`config.mk`:
```
export PLATFORM = sky130hd
export DESIGN_NAME = exec_writeback_stage_flat
export DESIGN_NICKNAME = d
export VERILOG_FILES = /design/src/rtl/exec_writeback_stage_if.sv /design/src/rtl/exec_writeback_stage.sv /design/src/flat_wrapper.sv
export SDC_FILE = /design/constraint.sdc
export NUM_CORES = 1
export LEC_CHECK = 0
export CAP_MARGIN = 10
export CORE_MARGIN = 2
export CORE_UTILIZATION = 44
export DETAILED_ROUTE_END_ITERATION = 10
export GPL_TIMING_DRIVEN = 0
export PLACE_DENSITY = 0.83
export SETUP_SLACK_MARGIN = 0.02
export SYNTH_ARGS = -nofsm -noshare
export SYNTH_HDL_FRONTEND = slang
export SYNTH_SLANG_ARGS = --single-unit
```
`constraint.sdc`:
```
create_clock -name clock -period 3.7 [get_ports clock]
set_clock_uncertainty 0.15 [all_clocks]
set_input_delay 0.925 -clock clock [delete_from_list [all_inputs] [get_ports clock]]
set_output_delay 0.925 -clock clock [all_outputs]
set_load 0.02 [all_outputs]
```
`src/rtl/exec_writeback_stage_if.sv`:
```
// Bus bundle for the writeback stage: retire-side input, regfile write port and bypass lookup.
// The stage itself uses the slave modport; the surrounding pipeline uses master.
interface exec_writeback_stage_if #(
  parameter int DATA_W = 32,
  parameter int REG_AW = 5
);
  logic              in_valid;
  logic              in_ready;
  logic [4:0]        in_opcode;
  logic [4:0]        in_aluop;
  logic [REG_AW-1:0] in_rd;
  logic [DATA_W-1:0] in_result;
  logic              in_ovf;

  logic              wb_valid;
  logic              wb_ready;
  logic [REG_AW-1:0] wb_addr;
  logic [DATA_W-1:0] wb_data;

  logic [REG_AW-1:0] fwd_raddr;
  logic              fwd_hit;
  logic [DATA_W-1:0] fwd_data;

  modport master (
    output in_valid, in_opcode, in_aluop, in_rd, in_result, in_ovf,
    input  in_ready,
    input  wb_valid, wb_addr, wb_data,
    output wb_ready,
    output fwd_raddr,
    input  fwd_hit, fwd_data
  );

  modport slave (
    input  in_valid, in_opcode, in_aluop, in_rd, in_result, in_ovf,
    output in_ready,
    output wb_valid, wb_addr, wb_data,
    input  wb_ready,
    input  fwd_raddr,
    output fwd_hit, fwd_data
  );
endinterface

```
`src/rtl/exec_writeback_stage.sv`:
```
// Writeback stage: resolves overflow into $rstatus writes, drops $0 writes, and buffers
// up to two pending regfile writes with an in-order drain and a youngest-wins bypass lookup.
module exec_writeback_stage #(
  parameter int DATA_W     = 32,
  parameter int REG_AW     = 5,
  parameter int STATUS_REG = 30,
  parameter int CNT_W      = 16
) (
  input  logic                  clock,
  input  logic                  reset,
  exec_writeback_stage_if.slave bus,
  output logic [CNT_W-1:0]      ovf_count
);
  localparam logic [4:0]        OP_RTYPE    = 5'b00000;
  localparam logic [4:0]        OP_ADDI     = 5'b00101;
  localparam logic [4:0]        ALU_ADD     = 5'b00000;
  localparam logic [4:0]        ALU_SUB     = 5'b00001;
  localparam logic [REG_AW-1:0] STATUS_ADDR = REG_AW'(STATUS_REG);

  logic [REG_AW-1:0] addr_q [2];
  logic [DATA_W-1:0] data_q [2];
  logic              rd_ptr;
  logic              wr_ptr;
  logic [1:0]        count;

  logic              res_en;
  logic [REG_AW-1:0] res_addr;
  logic [DATA_W-1:0] res_data;
  logic              accept;
  logic              push;
  logic              pop;
  logic              young_ptr;

  always_comb begin
    // NOTE: every output of a combinational block gets a default first; a path that
    // leaves one unassigned would infer a latch.
    res_en   = 1'b0;
    res_addr = '0;
    res_data = '0;
    if (bus.in_opcode == OP_RTYPE && bus.in_aluop == ALU_ADD && bus.in_ovf) begin
      res_en   = 1'b1;
      res_addr = STATUS_ADDR;
      res_data = DATA_W'(1);
    end else if (bus.in_opcode == OP_ADDI && bus.in_ovf) begin
      res_en   = 1'b1;
      res_addr = STATUS_ADDR;
      res_data = DATA_W'(2);
    end else if (bus.in_opcode == OP_RTYPE && bus.in_aluop == ALU_SUB && bus.in_ovf) begin
      res_en   = 1'b1;
      res_addr = STATUS_ADDR;
      res_data = DATA_W'(3);
    end else if ((bus.in_opcode == OP_RTYPE || bus.in_opcode == OP_ADDI) && !bus.in_ovf) begin
      res_en   = 1'b1;
      res_addr = bus.in_rd;
      res_data = bus.in_result;
    end
  end

  // in_ready depends only on stored occupancy, never on wb_ready.
  assign bus.in_ready = (count != 2'd2);
  assign accept       = bus.in_valid && bus.in_ready;
  assign push         = accept && res_en && (res_addr != '0);
  assign pop          = bus.wb_valid && bus.wb_ready;
  assign young_ptr    = ~rd_ptr;

  assign bus.wb_valid = (count != 2'd0);
  assign bus.wb_addr  = bus.wb_valid ? addr_q[rd_ptr] : '0;
  assign bus.wb_data  = bus.wb_valid ? data_q[rd_ptr] : '0;

  always_ff @(posedge clock or posedge reset) begin
    if (reset) begin
      // NOTE: the two-entry store is reset along with the pointers; it is small, and it
      // keeps stale contents from ever reaching the bypass or write port after reset.
      addr_q    <= '{default: '0};
      data_q    <= '{default: '0};
      rd_ptr    <= 1'b0;
      wr_ptr    <= 1'b0;
      count     <= 2'd0;
      ovf_count <= '0;
    end else begin
      // NOTE: non-blocking assignments so every update here sees pre-edge values.
      if (push) begin
        addr_q[wr_ptr] <= res_addr;
        data_q[wr_ptr] <= res_data;
        wr_ptr         <= ~wr_ptr;
      end
      if (pop) rd_ptr <= ~rd_ptr;
      case ({push, pop})
        2'b10:   count <= count + 2'd1;
        2'b01:   count <= count - 2'd1;
        default: count <= count;
      endcase
      if (accept && bus.in_ovf && ovf_count != '1) ovf_count <= ovf_count + 1'b1;
    end
  end

  // The younger entry is checked last so its match overrides the older one.
  always_comb begin
    bus.fwd_hit  = 1'b0;
    bus.fwd_data = '0;
    if (bus.fwd_raddr != '0) begin
      if (count != 2'd0 && addr_q[rd_ptr] == bus.fwd_raddr) begin
        bus.fwd_hit  = 1'b1;
        bus.fwd_data = data_q[rd_ptr];
      end
      if (count == 2'd2 && addr_q[young_ptr] == bus.fwd_raddr) begin
        bus.fwd_hit  = 1'b1;
        bus.fwd_data = data_q[young_ptr];
      end
    end
  end
endmodule

```
`src/flat_wrapper.sv`:
```
// flat-port wrapper written by rule: the top's interface ports become plain ports
module exec_writeback_stage_flat 
#(
  parameter int DATA_W     = 32,
  parameter int REG_AW     = 5,
  parameter int STATUS_REG = 30,
  parameter int CNT_W      = 16
)
  (clock, reset, ovf_count, bus_in_valid, bus_in_opcode, bus_in_aluop, bus_in_rd, bus_in_result, bus_in_ovf, bus_in_ready, bus_wb_valid, bus_wb_addr, bus_wb_data, bus_wb_ready, bus_fwd_raddr, bus_fwd_hit, bus_fwd_data);
  exec_writeback_stage_if #(.DATA_W(DATA_W), .REG_AW(REG_AW)) bus_i ();
  input  logic clock;
  input  logic reset;
  output logic [CNT_W-1:0] ovf_count;
  input wire logic [$bits(bus_i.in_valid)-1:0] bus_in_valid;
  input wire logic [$bits(bus_i.in_opcode)-1:0] bus_in_opcode;
  input wire logic [$bits(bus_i.in_aluop)-1:0] bus_in_aluop;
  input wire logic [$bits(bus_i.in_rd)-1:0] bus_in_rd;
  input wire logic [$bits(bus_i.in_result)-1:0] bus_in_result;
  input wire logic [$bits(bus_i.in_ovf)-1:0] bus_in_ovf;
  output wire logic [$bits(bus_i.in_ready)-1:0] bus_in_ready;
  output wire logic [$bits(bus_i.wb_valid)-1:0] bus_wb_valid;
  output wire logic [$bits(bus_i.wb_addr)-1:0] bus_wb_addr;
  output wire logic [$bits(bus_i.wb_data)-1:0] bus_wb_data;
  input wire logic [$bits(bus_i.wb_ready)-1:0] bus_wb_ready;
  input wire logic [$bits(bus_i.fwd_raddr)-1:0] bus_fwd_raddr;
  output wire logic [$bits(bus_i.fwd_hit)-1:0] bus_fwd_hit;
  output wire logic [$bits(bus_i.fwd_data)-1:0] bus_fwd_data;
  assign bus_i.in_valid = bus_in_valid;
  assign bus_i.in_opcode = bus_in_opcode;
  assign bus_i.in_aluop = bus_in_aluop;
  assign bus_i.in_rd = bus_in_rd;
  assign bus_i.in_result = bus_in_result;
  assign bus_i.in_ovf = bus_in_ovf;
  assign bus_in_ready = bus_i.in_ready;
  assign bus_wb_valid = bus_i.wb_valid;
  assign bus_wb_addr = bus_i.wb_addr;
  assign bus_wb_data = bus_i.wb_data;
  assign bus_i.wb_ready = bus_wb_ready;
  assign bus_i.fwd_raddr = bus_fwd_raddr;
  assign bus_fwd_hit = bus_i.fwd_hit;
  assign bus_fwd_data = bus_i.fwd_data;
  exec_writeback_stage #(.DATA_W(DATA_W), .REG_AW(REG_AW), .STATUS_REG(STATUS_REG), .CNT_W(CNT_W)) u_core (.clock(clock), .reset(reset), .bus(bus_i), .ovf_count(ovf_count));
endmodule
```
### M3 wires

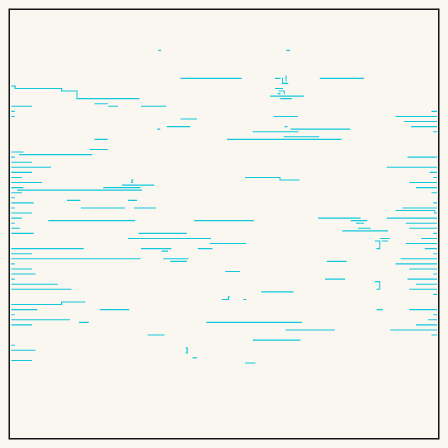
share of all routed wire: 6.2%
longest straight run: 34.3 um
wire length on this layer: 984 um
nets with wire on the layer: 131
main direction: horizontal
Via Count: 4973
met3 GRT Util: 0.0392

### The metal 2 layer

Cells faint in the background.
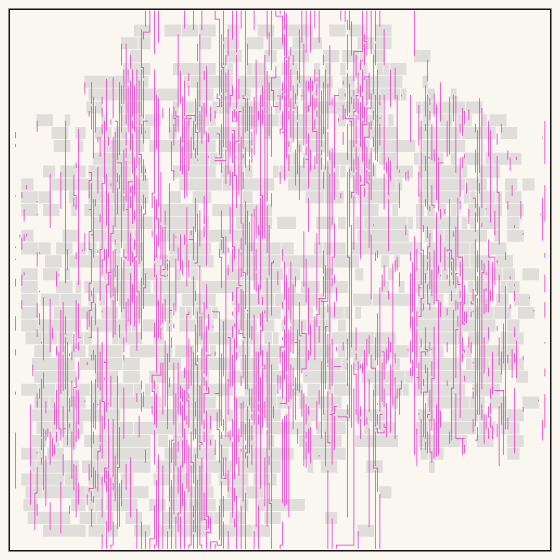
wire length on this layer: 8060 um
nets with wire on the layer: 696
share of all routed wire: 51%
main direction: vertical
longest straight run: 46.2 um
total length of routed wires: 15900 um
met2 global-route usage: 0.427

### The metal 4 layer

Scale bar: 20 um. Supply wires on this layer in grey.
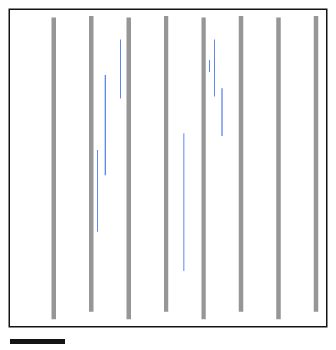
main direction: vertical
wire length on this layer: 178 um

==> ds_physical_params.txt <==
Implementation parameters

Parameter                              Value

Timing
  Max frequency    ~0.27 GHz
  Clock period minus final worst setup slack    between 3 and 4 ns
  Unrepaired setup endpoints after global routing    true
  Hold Fails Final Rpt    0
  Number of setup violations in the final report    28
  Final hold slack    approximately 0.34 ns
  Setup TNS    -0.697 ns
  Setup ws final    -0.0531 ns

Finish
  Multi-Input Combinational    about 450
  FILL cells    about 1000
  Non-Clock Buffer Count    around 190
  Register fraction of the total cell area    0.317
  Inverters    7
  Share of final-layout standard cells stronger than drive strength 1    0.181
  Total area of sequential cells    ~0.0024 mm2
  Final clock-cell share    0.0419
  Final sequential cell count    roughly 94
  Logic area    roughly 0.0028 mm2
  Most frequent standard cell in the layout excluding fill and tap cells    sky130_fd_sc_hd__nand2_1

Yosys
  Number of cells in the yosys synthesis report    approximately 600
  Net count of the mapped netlist    around 650
  Synthesized area divided by synthesized cell count    9.03 um2
  Async set-reset flop share out of synthesis    1.00
  Adder and majority gate portion of the synthesized area    0.00466
  Netlist area before placement    between 0.005 and 0.006 mm2
  Simple Share, Synth    0.196
  Synth cell count leaders    sky130_fd_sc_hd__nand2_1, sky130_fd_sc_hd__dfrtp_1, sky130_fd_sc_hd__o21ai_1
  Number of register bits inferred by synthesis    between 90 and 100
  Cell taking the most area after synthesis    sky130_fd_sc_hd__dfrtp_1
  Sequential cell area fraction in the yosys report    0.438
  Most instantiated library cell after synthesis    sky130_fd_sc_hd__nand2_1

Run
  Tool warnings    28
  # Max-Cap Violations    0

Outcome
  Run status    finished with violations
  Violated checks    negative setup slack

Pwr
  Internal power contribution    roughly 2.1 mW
  Power drawn by the clock network    approximately 0.96 mW
  Reported combinational group power    around 0.96 mW
  Power dissipated by switching net loads    0.997 mW
  Maximum vdd drop    ~0.00043 V

Worst setup path
  Arrival time at the worst endpoint    about 2.7 ns
  Required time of the critical path    2.62 ns
  Critical path's top delay family    buffers and inverters
  Number of buffer and inverter instances along the worst setup path    3
  Worst-case reg-to-reg path depth    6
  Endpoint of the lowest-slack register-to-register path    u_core.ovf_count[15]
  Worst flop-to-flop path startpoint    u_core.ovf_count[4]

Route
  Routed length on met2    slightly above 8000 um
  First-pass iteration count of the detailed router    6
  DRC violations left    0
  Tally of nets with antenna violations remaining after routing    0
  Average via count per standard cell    between 5 and 6
  First DRT Iteration DRCs    338

Die
  Tap cell count    approximately 150
  Horizontal die dimension    115 um
  Boundary pin count    about 150
  Vertical die dimension    115 um

Min path
  Cells on Worst Hold Path    1
  Worst min-delay path startpoint    u_core.ovf_count[8]

Global routing
  Initial antenna violation count    0
  All-layer global routing usage    0.245

CTS
  Buffers inserted by post-CTS timing repair    2
  Number of buffers inserted during clock tree synthesis    9
  CTS tree    yes
  Root buffer cell    sky130_fd_sc_hd__clkbuf_16
  Number of buffers inserted by hold repair at cts    0

Place
  I/O Buffers    approximately 140
  Worst slack at placement    -0.847 ns
  Total placed instance area    around 0.007 mm2
Power is estimated from default activity; no workload was simulated.
